==> config.mk <==
export PLATFORM = sky130hd
export DESIGN_NAME = imem_boot_ctrl
export DESIGN_NICKNAME = d
export VERILOG_FILES = /design/src/rtl/imem_boot_ctrl.sv
export SDC_FILE = /design/constraint.sdc
export NUM_CORES = 1
export LEC_CHECK = 0
export CAP_MARGIN = 20
export CELL_PAD_IN_SITES_DETAIL_PLACEMENT = 1
export CELL_PAD_IN_SITES_GLOBAL_PLACEMENT = 2
export CORE_MARGIN = 10
export CORE_UTILIZATION = 27
export CTS_CLUSTER_DIAMETER = 100
export CTS_CLUSTER_SIZE = 30
export DETAILED_ROUTE_END_ITERATION = 12
export PLACE_DENSITY = 0.95
export SKIP_CTS_REPAIR_TIMING = 1
export SYNTH_ARGS = -nofsm -noshare
export SYNTH_HDL_FRONTEND = slang
export SYNTH_SLANG_ARGS = --single-unit
==> constraint.sdc <==
create_clock -name clk -period 3.8 [get_ports clk]
set_input_delay 0.57 -clock clk [delete_from_list [all_inputs] [get_ports clk]]
set_output_delay 0.57 -clock clk [all_outputs]
set_load 0.05 [all_outputs]
==> src/rtl/imem_boot_ctrl.sv <==
// Boot/load sequencer: streams 32-bit words into byte-wide instruction memory (big-endian), then releases the CPU.
// Optional build macro IMEM_CHECKSUM_EN adds a trailing checksum-word verification state and a live csum port.
module imem_boot_ctrl #(
    parameter int WORD_LEN       = 32,
    parameter int MEM_CELL_SIZE  = 8,
    parameter int INSTR_MEM_SIZE = 1024,
    parameter int ADDR_W         = $clog2(INSTR_MEM_SIZE)
) (
    input  logic                     clk,
    input  logic                     rst,
    input  logic                     load_start,
    input  logic                     run_skip,
    input  logic                     ld_valid,
    input  logic [WORD_LEN-1:0]      ld_data,
    input  logic                     ld_last,
    output logic                     ld_ready,
    input  logic [ADDR_W-1:0]        fetch_addr,
    output logic                     mem_we,
    output logic [ADDR_W-1:0]        mem_addr,
    output logic [MEM_CELL_SIZE-1:0] mem_wdata,
    output logic                     cpu_stall,
    output logic                     boot_done,
    output logic                     boot_err,
    output logic [ADDR_W-1:0]        word_count,
    output logic [WORD_LEN-1:0]      csum
);

    typedef enum logic [2:0] {
        S_IDLE,
        S_LOAD,
        S_WRITE,
`ifdef IMEM_CHECKSUM_EN
        S_CHK,
`endif
        S_RUN,
        S_ERR
    } state_t;

    // base is one bit wider than the address so a completely full memory is distinguishable from 0
    localparam logic [ADDR_W:0] BASE_FULL = (ADDR_W+1)'(INSTR_MEM_SIZE);
    localparam logic [ADDR_W:0] BASE_STEP = (ADDR_W+1)'(4);

    state_t                state, state_n;
    logic [ADDR_W:0]       base;
    logic [1:0]            idx;
    logic [WORD_LEN-1:0]   word_buf;
    logic                  last_f;
    logic [ADDR_W-1:0]     word_cnt_q;
    logic                  clr, accept, word_end;

`ifdef IMEM_CHECKSUM_EN
    logic [WORD_LEN-1:0]   csum_q;
    assign csum = csum_q;
`else
    assign csum = '0;
`endif

    assign word_count = word_cnt_q;

    always_ff @(posedge clk) begin
        if (rst) state <= S_IDLE;
        else     state <= state_n;
    end

    always_comb begin
        state_n   = state;
        ld_ready  = 1'b0;
        mem_we    = 1'b0;
        mem_addr  = '0;
        mem_wdata = '0;
        cpu_stall = 1'b1;
        boot_done = 1'b0;
        boot_err  = 1'b0;
        clr       = 1'b0;
        accept    = 1'b0;
        word_end  = 1'b0;
        case (state)
            S_IDLE: begin
                if (load_start) begin
                    state_n = S_LOAD;
                    clr     = 1'b1;
                end else if (run_skip) begin
                    state_n = S_RUN;
                end
            end
            S_LOAD: begin
                ld_ready = 1'b1;
                if (ld_valid) begin
                    if (base == BASE_FULL) begin
                        state_n = S_ERR;
                    end else begin
                        state_n = S_WRITE;
                        accept  = 1'b1;
                    end
                end
            end
            S_WRITE: begin
                mem_we    = 1'b1;
                mem_addr  = base[ADDR_W-1:0] + ADDR_W'(idx);
                mem_wdata = word_buf[(WORD_LEN-1) - MEM_CELL_SIZE*idx -: MEM_CELL_SIZE];
                if (idx == 2'd3) begin
                    word_end = 1'b1;
`ifdef IMEM_CHECKSUM_EN
                    state_n  = last_f ? S_CHK : S_LOAD;
`else
                    state_n  = last_f ? S_RUN : S_LOAD;
`endif
                end
            end
`ifdef IMEM_CHECKSUM_EN
            S_CHK: begin
                ld_ready = 1'b1;
                if (ld_valid) state_n = (ld_data == csum_q) ? S_RUN : S_ERR;
            end
`endif
            S_RUN: begin
                cpu_stall = 1'b0;
                boot_done = 1'b1;
                mem_addr  = fetch_addr;
                if (load_start) begin
                    state_n = S_LOAD;
                    clr     = 1'b1;
                end
            end
            S_ERR: begin
                boot_err = 1'b1;
                if (load_start) begin
                    state_n = S_LOAD;
                    clr     = 1'b1;
                end
            end
            default: state_n = S_IDLE;
        endcase
    end

    always_ff @(posedge clk) begin
        if (rst) begin
            base       <= '0;
            idx        <= '0;
            word_buf   <= '0;
            last_f     <= 1'b0;
            word_cnt_q <= '0;
`ifdef IMEM_CHECKSUM_EN
            csum_q     <= '0;
`endif
        end else begin
            if (clr) begin
                base       <= '0;
                word_cnt_q <= '0;
`ifdef IMEM_CHECKSUM_EN
                csum_q     <= '0;
`endif
            end
            if (accept) begin
                word_buf <= ld_data;
                last_f   <= ld_last;
                idx      <= '0;
            end
            if (state == S_WRITE) idx <= idx + 2'd1;
            if (word_end) begin
                base       <= base + BASE_STEP;
                word_cnt_q <= word_cnt_q + ADDR_W'(1);
`ifdef IMEM_CHECKSUM_EN
                csum_q     <= csum_q + word_buf;
`endif
            end
        end
    end

endmodule
Drive-strength map:
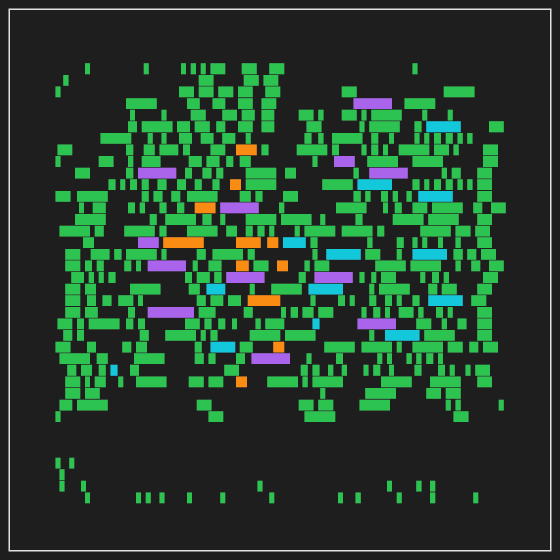
- x1 and smaller: green (cells 403; share 92%)
- x3 and x4: orange (cells 11; share 2.5%)
- x2: cyan (cells 13; share 3.0%)
- x6 and larger: purple (cells 12; share 2.7%)
Non-clock buffers: 84
design area: 4140 sq um

Routed metal per tile:
Scale bar: 50 um. The die is cut into 25 by 25 equal tiles; dark blue is low, red is high, scaled to the fullest tile. Values are wire area over tile area, all layers added.
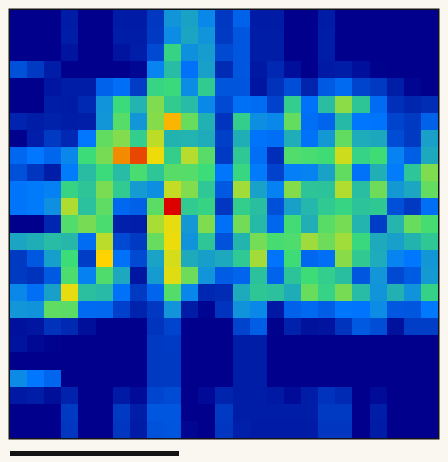
- tiles over half the peak: 13%
- mean over tiles: 0.099
- emptiest ninth of the die: lower right
- nearly empty tiles: 25%
- fullest tile: 0.46
Via Count: 2,774
Total Routed Length: 10,200 um
wire per inst: 17.7 um

Congestion heat map:
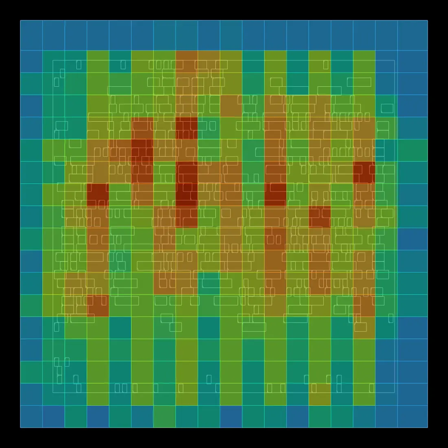
final cell utilization of the core: 37.7%
GRT met1 Usage: 14.9%
gr usage total: 12.8%
busiest layer in global routing: met2
routing usage on met2: 21.9%

Placement density heat map:
Scale bar: 50 um. The die is cut into 13 by 13 equal tiles; dark blue is low, red is high, 0 to 100% covered.
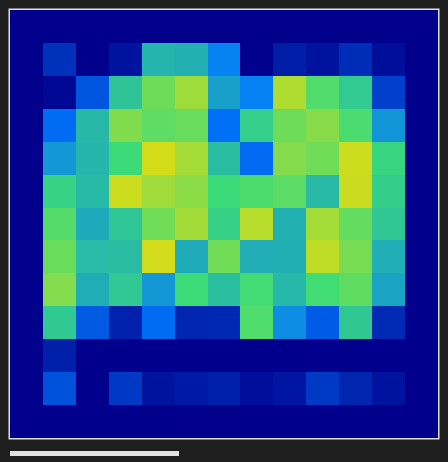
- mean over tiles: 25%
- nearly empty tiles: 37%
- densest ninth of the die: center
- fullest tile: 70%
Initial Util: 28.0%
floorplan core area: 11,000 sq um

==> summary.txt <==
Implementation summary

The run finished with clean final reports. The final weighted congestion in routability-driven placement is 0.769. Setup repair after global routing left no endpoint under its margin. The type of the worst setup path is reg -> out.

The library cell used as clock root buffer is clkbuf_16. The placed instances occupy a cell area of 3830 sq um. The via count of the first global-routing pass is 3,075. Entering global routing, the biggest net connects 35 pins. Per the final report, max-transition violations number 0. The power of the combinational group is 506 uW. The highest supply drop recorded on VDD is 165 uV.

The worst hold path belongs to the class reg -> reg. Per the TritonCTS log, the buffer count is 9. The amount of wire on met3 after detailed routing is 561 um. Looking at the group totals, the largest power group turns out to be clock. The main area contributors are dfxtp_1, nand2_1, buf_4, a21oi_1, mux4_2.

The setup skew after layout is 0.00778 ns. The area taken by flip-flops and latches is 1140 sq um. The maximum root-to-sink buffer count is 2. The xor and xnor area share after synthesis is 0.855%. Grouping non-sequential cells by family puts the most area in simple AND/OR/NAND/NOR gates. For reference, the post-synthesis area per instance comes to 8.42 sq um. The area added between synthesis and finish is 34.8%. 0 antenna diodes ended up in the layout. The number of clock sinks seen by CTS is 57.

For reference, full adder, half adder and majority cells occupy 1.63% of the area reported after synthesis. The maximum level of the CTS H-tree is 3. The worst slack after detailed placement is 0.585 ns. The largest fanout on the critical path is 15.

For this block, the initial DRC count from the detailed router was 206. The worst path uses 89.4% of the clock period. The setup slack of the worst register-to-register path is 1.43 ns. The most instantiated library cell after synthesis is nand2_1. The number of routed nets with antenna violations is 0. In the synthesized netlist, the cells that appear most often are nand2_1, dfxtp_1, a21oi_1. In the final report, the number of endpoints failing setup comes to 0.

In this run, synthesis inferred 0 flip-flops with an integrated enable. In the final timing run, aggregate negative setup slack is 0 ns. The critical path startpoint category is a register. The met1 layer wirelength in the final routing is 4460 um. The switching component of the power was reported as 661 uW. The synthesized netlist devotes 18.3% of its cell area to compound gates. After synthesis, flip-flops and latches occupy 37.1% of the total area.

The power density relative to cell area is 488 nW/um^2. The post-route netlist has 8.20% of its cells at a drive strength greater than 1. After floorplanning, the core was divided into 38 placement rows. TritonCTS built the clock tree. By area, the class that comes first in the final layout consists of combinational gates. The post-synthesis instance area is 3070 sq um. The first-pass GRT wire length is 16,700 um. The logs give a warning total of 27. The share of total power in the clock network is 40.5%.

The design has 57 sequential cells. The final timing report gives a worst setup slack of 0.404 ns. Across all hold checks on the routed design, the worst slack comes to 0.458 ns. The initial antenna violation count is 0. The yosys synthesis warning count is 0.

The fraction of cell area in non-clock buffers is 19.9%. The predominant post-synthesis flop cell is dfxtp_1. The clock transition at the register clock pins on the worst setup and hold paths after CTS is 0.05 ns. The post-placement cell count is 563. Per the final report, the share of cell area in clock cells is 7.43%. According to the tapcell log, the count of inserted taps is 140. The clock buffers instantiated in the layout total 12.

The synth_stat.txt file lists the number of cells as 365. The synthesis area per yosys is 3070 sq um.
critical path: stages, from the launching register on:
cell             delay (ns)
dfxtp_1                0.64
inv_1                  0.19
nor3_4                 0.43
buf_4                  0.28
and2_1                 0.16
clkdlybuf4s50_1        0.81
flip-flops by register name, summed over array words and instances, names as in the netlist:
| signal | cells |
|---|---|
| base | 9 |
| idx | 2 |
| last_f | 1 |
| state | 3 |
| word_buf | 32 |
| word_count | 10 |
worst paths after layout:
kind,cells after the start,to,startpoint
max reg2reg,6,word_count[9],idx[1]
min,2,word_buf[20],word_buf[20]
max,5,mem_wdata[3],state[1]
min reg2reg,2,word_buf[20],word_buf[20]
Power figures rest on the tool's default switching activity, not on a simulated workload.
